## src/rtl/coin_sender.sv

```systemverilog
// coin_sender: pays a requested amount into the vending machine by pulsing its coin inputs.
// `a` is a 2-unit coin, `b` a 1-unit coin; coins are chosen greedily (all `a` first, then at
// most one `b`), with GAP idle cycles between consecutive pulses. All outputs are registered.
// Optional statistics counters are enabled by defining COIN_SENDER_STAT_EN.
`timescale 1ns/1ps

module coin_sender #(
  parameter int unsigned AMT_W = 8,
  parameter int unsigned GAP   = 1,
  parameter int unsigned CNT_W = 16
) (
  input  logic             clk,
  input  logic             rstn,
  input  logic             req_valid,
  input  logic [AMT_W-1:0] req_amount,
  output logic             req_ready,
  output logic             a,
  output logic             b,
  input  logic             y,
  input  logic             z,
  output logic             busy,
  output logic             done
`ifdef COIN_SENDER_STAT_EN
  ,
  output logic [CNT_W-1:0] item_cnt,
  output logic [CNT_W-1:0] change_cnt
`endif
);

  // Gap counter is sized for GAP; it stays 1 bit wide when GAP is 0.
  localparam int unsigned GAP_W = (GAP > 0) ? $clog2(GAP + 1) : 1;

  typedef enum logic [1:0] {
    StIdle,
    StCoin,
    StGap,
    StDone
  } state_t;

  state_t             r_state;
  logic [AMT_W-1:0]   r_rem;
  logic [GAP_W-1:0]   r_gap_cnt;
  logic               r_a;
  logic               r_b;
  logic               r_busy;
  logic               r_done;
  logic               r_ready;

  state_t             w_state_nxt;
  logic [AMT_W-1:0]   w_rem_nxt;
  logic [GAP_W-1:0]   w_gap_nxt;
  logic               w_a_nxt;
  logic               w_b_nxt;
  logic               w_busy_nxt;
  logic               w_done_nxt;
  logic               w_ready_nxt;

  // Coin selection shared by every path that issues a coin: from the request on acceptance,
  // from the running remainder otherwise.
  logic [AMT_W-1:0]   w_coin_src;
  logic               w_coin_big;
  logic [AMT_W-1:0]   w_coin_rem;

  // Pick the amount the next coin is drawn from and the greedy coin it yields.
  always_comb begin
    w_coin_src = (r_state == StIdle) ? req_amount : r_rem;
    w_coin_big = (w_coin_src >= AMT_W'(2));
    w_coin_rem = w_coin_src - (w_coin_big ? AMT_W'(2) : AMT_W'(1));
  end

  // Next-state and next-output logic; outputs are computed one cycle ahead and registered.
  always_comb begin
    w_state_nxt = r_state;
    w_rem_nxt   = r_rem;
    w_gap_nxt   = r_gap_cnt;
    w_a_nxt     = 1'b0;
    w_b_nxt     = 1'b0;
    w_busy_nxt  = r_busy;
    w_done_nxt  = 1'b0;
    w_ready_nxt = r_ready;

    unique case (r_state)
      StIdle: begin
        w_busy_nxt  = 1'b0;
        w_ready_nxt = 1'b1;
        if (req_valid && r_ready) begin
          w_busy_nxt  = 1'b1;
          w_ready_nxt = 1'b0;
          if (req_amount == '0) begin
            // Nothing to pay: complete straight away.
            w_state_nxt = StDone;
            w_rem_nxt   = '0;
            w_done_nxt  = 1'b1;
          end else begin
            // First coin appears in the cycle right after acceptance.
            w_state_nxt = StCoin;
            w_a_nxt     = w_coin_big;
            w_b_nxt     = ~w_coin_big;
            w_rem_nxt   = w_coin_rem;
          end
        end
      end

      StCoin: begin
        // r_rem already excludes the coin being shown this cycle.
        if (r_rem == '0) begin
          w_state_nxt = StDone;
          w_done_nxt  = 1'b1;
        end else if (GAP > 0) begin
          w_state_nxt = StGap;
          w_gap_nxt   = GAP_W'(GAP);
        end else begin
          w_state_nxt = StCoin;
          w_a_nxt     = w_coin_big;
          w_b_nxt     = ~w_coin_big;
          w_rem_nxt   = w_coin_rem;
        end
      end

      StGap: begin
        if (r_gap_cnt <= GAP_W'(1)) begin
          w_state_nxt = StCoin;
          w_gap_nxt   = '0;
          w_a_nxt     = w_coin_big;
          w_b_nxt     = ~w_coin_big;
          w_rem_nxt   = w_coin_rem;
        end else begin
          w_gap_nxt = r_gap_cnt - GAP_W'(1);
        end
      end

      StDone: begin
        w_state_nxt = StIdle;
        w_busy_nxt  = 1'b0;
        w_ready_nxt = 1'b1;
      end

      default: begin
        w_state_nxt = StIdle;
        w_busy_nxt  = 1'b0;
        w_ready_nxt = 1'b1;
      end
    endcase
  end

  // State and registered outputs; reset drops any payment in flight without a done pulse.
  always_ff @(posedge clk or negedge rstn) begin
    if (!rstn) begin
      r_state   <= StIdle;
      r_rem     <= '0;
      r_gap_cnt <= '0;
      r_a       <= 1'b0;
      r_b       <= 1'b0;
      r_busy    <= 1'b0;
      r_done    <= 1'b0;
      r_ready   <= 1'b1;
    end else begin
      r_state   <= w_state_nxt;
      r_rem     <= w_rem_nxt;
      r_gap_cnt <= w_gap_nxt;
      r_a       <= w_a_nxt;
      r_b       <= w_b_nxt;
      r_busy    <= w_busy_nxt;
      r_done    <= w_done_nxt;
      r_ready   <= w_ready_nxt;
    end
  end

  assign a         = r_a;
  assign b         = r_b;
  assign busy      = r_busy;
  assign done      = r_done;
  assign req_ready = r_ready;

`ifdef COIN_SENDER_STAT_EN
  logic [CNT_W-1:0] r_item_cnt;
  logic [CNT_W-1:0] r_change_cnt;

  // Count dispense and change cycles regardless of payment state; counters wrap.
  always_ff @(posedge clk or negedge rstn) begin
    if (!rstn) begin
      r_item_cnt   <= '0;
      r_change_cnt <= '0;
    end else begin
      if (y) r_item_cnt <= r_item_cnt + CNT_W'(1);
      if (z) r_change_cnt <= r_change_cnt + CNT_W'(1);
    end
  end

  assign item_cnt   = r_item_cnt;
  assign change_cnt = r_change_cnt;
`else
  // Machine outputs are only observed for statistics; without them they are unused.
  localparam int unsigned unused_cnt_w = CNT_W;
  logic w_unused_yz;
  assign w_unused_yz = y ^ z;
`endif

endmodule

```

## config.mk

```make
export PLATFORM = sky130hd
export DESIGN_NAME = coin_sender
export DESIGN_NICKNAME = d
export VERILOG_FILES = /design/src/rtl/coin_sender.sv
export SDC_FILE = /design/constraint.sdc
export NUM_CORES = 1
export LEC_CHECK = 0
export ABC_AREA = 0
export ABC_CLOCK_PERIOD_IN_PS = 3300
export CAP_MARGIN = 15
export CELL_PAD_IN_SITES_DETAIL_PLACEMENT = 0
export CELL_PAD_IN_SITES_GLOBAL_PLACEMENT = 2
export CORE_ASPECT_RATIO = 0.5
export CORE_UTILIZATION = 28
export CTS_BUF_LIST = sky130_fd_sc_hd__clkbuf_16
export CTS_CLUSTER_DIAMETER = 60
export CTS_CLUSTER_SIZE = 20
export DETAILED_ROUTE_END_ITERATION = 6
export DONT_BUFFER_PORTS = 1
export GPL_TIMING_DRIVEN = 0
export PLACE_DENSITY = 0.58
export SETUP_SLACK_MARGIN = 0.2
export SYNTH_ARGS = -nofsm -noshare
export SYNTH_HDL_FRONTEND = slang
export SYNTH_SLANG_ARGS = --single-unit
```

## constraint.sdc

```tcl
create_clock -name clk -period 3.3 [get_ports clk]
set_clock_uncertainty 0.2 [all_clocks]
set_input_delay 0.495 -clock clk [delete_from_list [all_inputs] [get_ports clk]]
set_output_delay 0.495 -clock clk [all_outputs]
set_load 0.01 [all_outputs]
```

==> run summary <==
Notes on the physical implementation.

- The run finished with clean final reports.
- Grouping stages by cell kind, the critical path spends the most delay in simple AND/OR/NAND/NOR gates.
- The longest individual stage delay on the worst path is 0.58 ns, for reference.
- The share of total power in combinational logic is 2.1%, for reference.
- The I/O pin count is 18, for reference.
- The largest buffer count on any clock path is 2, for reference.
- In the floorplan report the effective utilization is 30.02%.
- Per the final timing report, the hold violations number 0.
- The number of buffers added by the clock tree synthesis step is 3, for reference.
- The residual antenna-violating net count after detailed routing is 0, for reference.
- The cell count after synthesis is 108, for reference.
- The share of total power in the clock network is 55.1%, for reference.
- The final net count is 138, for reference.
- The combined buffer and inverter count along the critical path is 0, for reference.
- In this run the cell area of the synthesized design comes to 1054 um^2.
- The number of vias per cell after detailed routing is 4.705, for reference.
- The remaining max-slew budget at the tightest pin is 53.35%, for reference.
- The vertical extent of the die is 45.38 um, for reference.
- The average instance in the mapped netlist occupies 9.755 um^2.
- The routed layout reports a DRC error count of 0.
- After filler insertion, the fill cell instance count of the layout stands at 373.
- The switching component of the power was reported as 0.08151 mW.
- The TritonCTS sink count is 15, for reference.
- The share of synthesized area occupied by flip-flops and latches is 35.75%, for reference.
- 0 antenna diodes ended up in the layout.
- The global-route wire length before repair is 3953 um, for reference.
- The timing-limited maximum frequency is 336.7 MHz, for reference.
- The chip area in the Yosys report is 1054 um^2, for reference.
- Walking the critical path from launch to capture passes 10 cell instances.
- Data arrives at the worst endpoint at 2.93 ns.
- Note that the worst hold path type here is input port to register.
- Setup repair after global routing left no endpoint under its margin.
- The most frequently placed logic cell in the final layout is dfrtp_1, for reference.
- The die covers 4027 um^2.
- The post-synthesis sequential element count is 15, for reference.
- In the layout the commonest cells are 14 x dfrtp_1, 11 x nand2_1, 10 x o21ai_1.
- The synthesis report gives the async set-or-reset register share as 100.0%.
- The pin count of the biggest net entering global routing is 16, for reference.
- The master cell of the clock root buffer is clkbuf_16, for reference.
- The final setup violation count is 0, for reference.
- Once iteration 0 of detailed routing completed, the report listed 25 DRC markers.
- According to the floorplan report, the die width is 88.75 um.
- Dividing the final minimum period by the clock period gives 90.00%.
- TritonCTS built the clock tree.
- The post-CTS clock slew at the launch and capture registers of the worst setup and hold paths is 0.05 ns, for reference.
- For this run the detailed placement stage logged an HPWL of 1856 um.
- The clock latency on the worst-skew pair is 0.25 ns, for reference.
- The synth_stat.txt file lists the number of cells as 108.
- Among all stages on the critical path, the largest delay is contributed by or4_4.
- The fraction of final layout cells with drive strength greater than 1 is 20.00%, for reference.
- Once routing completed, OpenROAD measured the worst setup slack at 0.3302 ns.
- The routability congestion estimate from global placement is 0.7764, for reference.
- The required time at the worst endpoint is listed as 3.26 ns.
- The number of levels the H-tree was split into is 1, for reference.
- The area added between synthesis and finish is 19.72%, for reference.
- The type of the worst setup path is register to register, for reference.
- The report shows a maximum critical-path fanout of 6.
- The worst setup path is captured at a register.
- The areal power density over the cells is 340.8 nW/um^2, for reference.
- The number of global-route vias before repair is 763, for reference.
- The power report shows net switching accounting for 18.96% of the total.
- Counting flops with a built-in enable in the synthesized netlist gives 0.
- Warnings reported by Yosys during synthesis add up to 0.
- The first-pass detailed-route iteration total is 4, for reference.
- The number of warnings in the stage logs is 33, for reference.
- The report lists the cells along the critical path as or4_4 > or2_4 > nor3_2 > mux2_4 > ha_1 > nor2b_4 > nor4_4 > xor2_1 > nor2_1 > o31ai_2.
- The number of max-slew violations in the final report is 0, for reference.
- The aggregate global routing overflow is 0, for reference.
- The number of antenna violations at the first check in global routing is 0, for reference.
- The number of different library cells in the post-synthesis netlist is 37, for reference.
- The number of cells on the worst reg-to-reg path is 10, for reference.
- The analysis reports a worst IR drop on VDD of 0.1372 mV.
- The power report lists cell-internal power as 0.3483 mW.
- The final period demand of the worst path is 2.970 ns, for reference.
- In the hold timing report, the worst path depth is 2.
- For this run, the leading register cell type out of synthesis is dfrtp_1.
- The transition time at the pin with the least slew margin is 0.6975 ns, for reference.
- The worst setup slack after placement is -0.07158 ns, for reference.
- Per the post-synthesis report, the nets total 130.
- Per report_power, the sequential group accounts for 42.9% of the total.
- The worst setup path is launched from a register.
- Summed over all cells, the static leakage comes to 0.5278 nW.
- The total of buffers placed on input and output ports is 0, for reference.
- The report counts max-capacitance violations totalling 0.
metrics by stage:
step | hold WS, ns | area (um^2) | power, mW | TNS (ns) | cells
after floorplan | -0.0005910 | 1054 | 0.1912 | 0 | 108
after global placement | -0.0002401 | 1117 | 0.1918 | -0.1799 | 159
after detailed placement | -0.0002794 | 1117 | 0.1919 | -0.2513 | 159
after CTS | 0.2578 | 1211 | 0.4344 | 0 | 164
after global routing | 0.2679 | 1261 | 0.4466 | 0 | 166
final | 0.2540 | 1261 | 0.4298 | 0 | 166
repair_timing:
item / in CTS / in global routing
hold endpoints to repair: 15 / 0
pin swaps: 0 / 2
setup endpoints to repair: 6 / 4
gates resized: 3 / 10
buffers inserted: 0 / 2
hold buffers: 1 / 0
cell families after synthesis:
family	after synthesis	synth area share (%)
simple gates	38	21.62
compound gates	21	13.66
fa+ha+maj	9	11.40
buf+inv	9	3.206
mux	7	6.888
xor+xnor	9	7.483
flops	15	35.75
worst paths after layout:
path                            startpoint        end  slack (ns)
worst min-delay path             req_valid       done        0.25
max in group asynchronous             rstn          b        1.92
worst min register to register   req_ready  req_ready        0.31
worst max-delay path              r_rem[5]   r_rem[7]        0.33
worst max register to register    r_rem[5]   r_rem[7]        0.33
min in group asynchronous             rstn   r_rem[6]        0.54
layer usage:
layer | routed length [um] | part of all wire, % | global-route usage (%) | vias up
met5 | 0 | 0 | 0 | -
met4 | 19 | 0.77 | 1.935 | 0
met1 | 1320 | 53 | 19.71 | 371
met2 | 1042 | 42 | 20.92 | 13
met3 | 93 | 3.8 | 4.891 | 2
li1 | - | - | - | 395
sequential cells by signal, indices dropped and copies added (netlist names):
name and count:
busy 1, req_ready 1, done 1, r_state 2, r_rem 8, a 1
b 1
worst register-to-register path, delay by kind of cell, from the launching register on:
family	cells	cell delay (ns)
AOI/OAI and AO/OA	1	0.16
xor gates and xnor gates	1	0.16
adders and majority gates	1	0.24
DFF	1	0.41
muxes	1	0.22
and+or+nand+nor	6	1.50
cells in the mapped netlist (all sizes together) (2+ instances only):
library cell  count  area, um^2
a21oi             3       15.01
a41oi             2       17.52
clkbuf            2       7.510
dfrtp            14       350.3
ha                8       100.1
inv               7       26.27
mux2              2       22.52
mux2i             5       50.05
nand2            11       41.29
nand3b            2       15.01
nor2              4       15.01
nor3              8       45.04
nor4              3       40.04
o211ai            2       15.01
o21ai            10       50.05
or3               2       12.51
or4               2       18.77
xnor2             3       26.28
xor2              6       52.55
power groups by stage:
| stage | registers (mW) | logic, mW | clock network (mW) |
|---|---|---|---|
| floorplan | 0.187 | 0.00386 | 0 |
| global placement | 0.187 | 0.00448 | 0 |
| detailed placement | 0.187 | 0.00458 | 0 |
| CTS | 0.184 | 0.00947 | 0.241 |
| global route | 0.184 | 0.00997 | 0.253 |
| finish | 0.184 | 0.00889 | 0.237 |
layout make-up:
type	count	area, um^2	area share (%)
multi-input cells	84	678.2	53.77
flip-flops and latches	15	376.6	29.86
clock buffers	3	75.07	5.952
well taps	51	63.81	5.060
inverters	7	26.28	2.083
repair buffers	3	25.02	1.984
plain buffers	2	12.51	0.9921
clock inverters	1	3.754	0.2976
m3.png
(6 px per um)
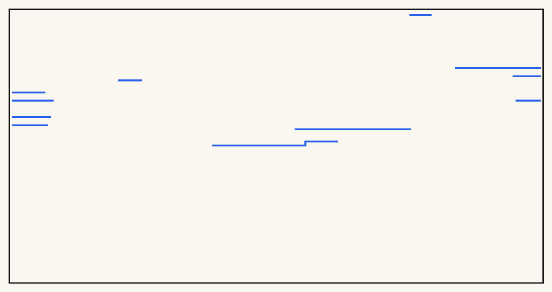
main direction: horizontal
nets with wire on the layer: 10
share of all routed wire: 3.8%
wire length after detailed routing: 2475 um
met3 Track Usage GR: 4.891%
detailed-route via count: 781

class_map.png
(4 px per um)
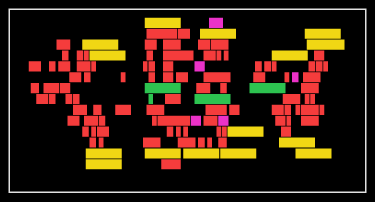
| class | color | cells | share of their area |
|---|---|---|---|
| remaining buffers and delay cells | magenta | 5 | 3.1% |
| registers | yellow | 15 | 31% |
| clock drivers and dummy loads | green | 4 | 6.6% |
| remaining logic cells | red | 91 | 59% |
core region area: 3510 um^2
utilization of the core after routing: 35.94%
cell row count: 15
summed area of non-filler cells in the final layout: 1261 um^2
register fraction of the total cell area: 29.86%

ff_map.png
(8 px per um)
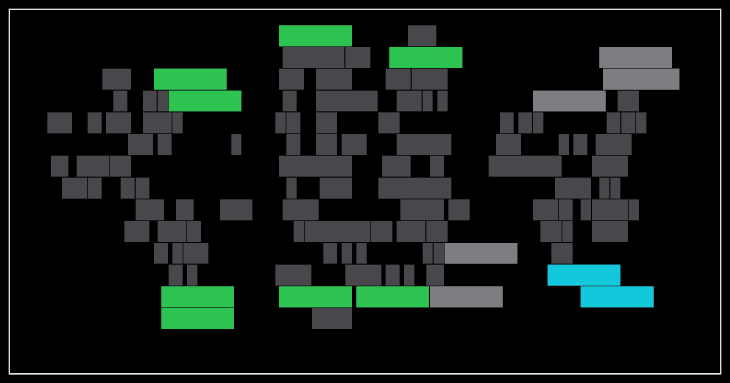
| name in the netlist | color | flops |
|---|---|---|
| r_rem | green | 8 |
| r_state | cyan | 2 |
not colored: 5
Sequential Area: 376.6 um^2
sequential group power: 0.184 mW

layers.png
(6 px per um) Only two layers are drawn.
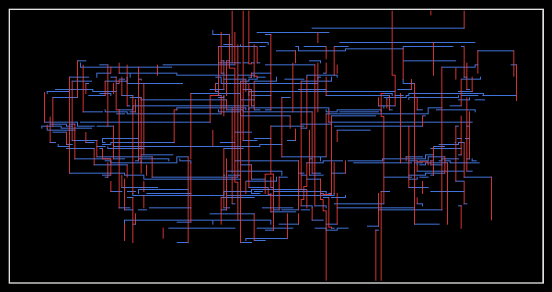
| layer | color | wire length |
|---|---|---|
| M1 | blue | 1320 um |
| M2 | red | 1040 um |
overall track demand over capacity in global routing: 13.91%
routed wirelength normalized by instance count: 14.91 um

Power figures rest on the tool's default switching activity, not on a simulated workload.
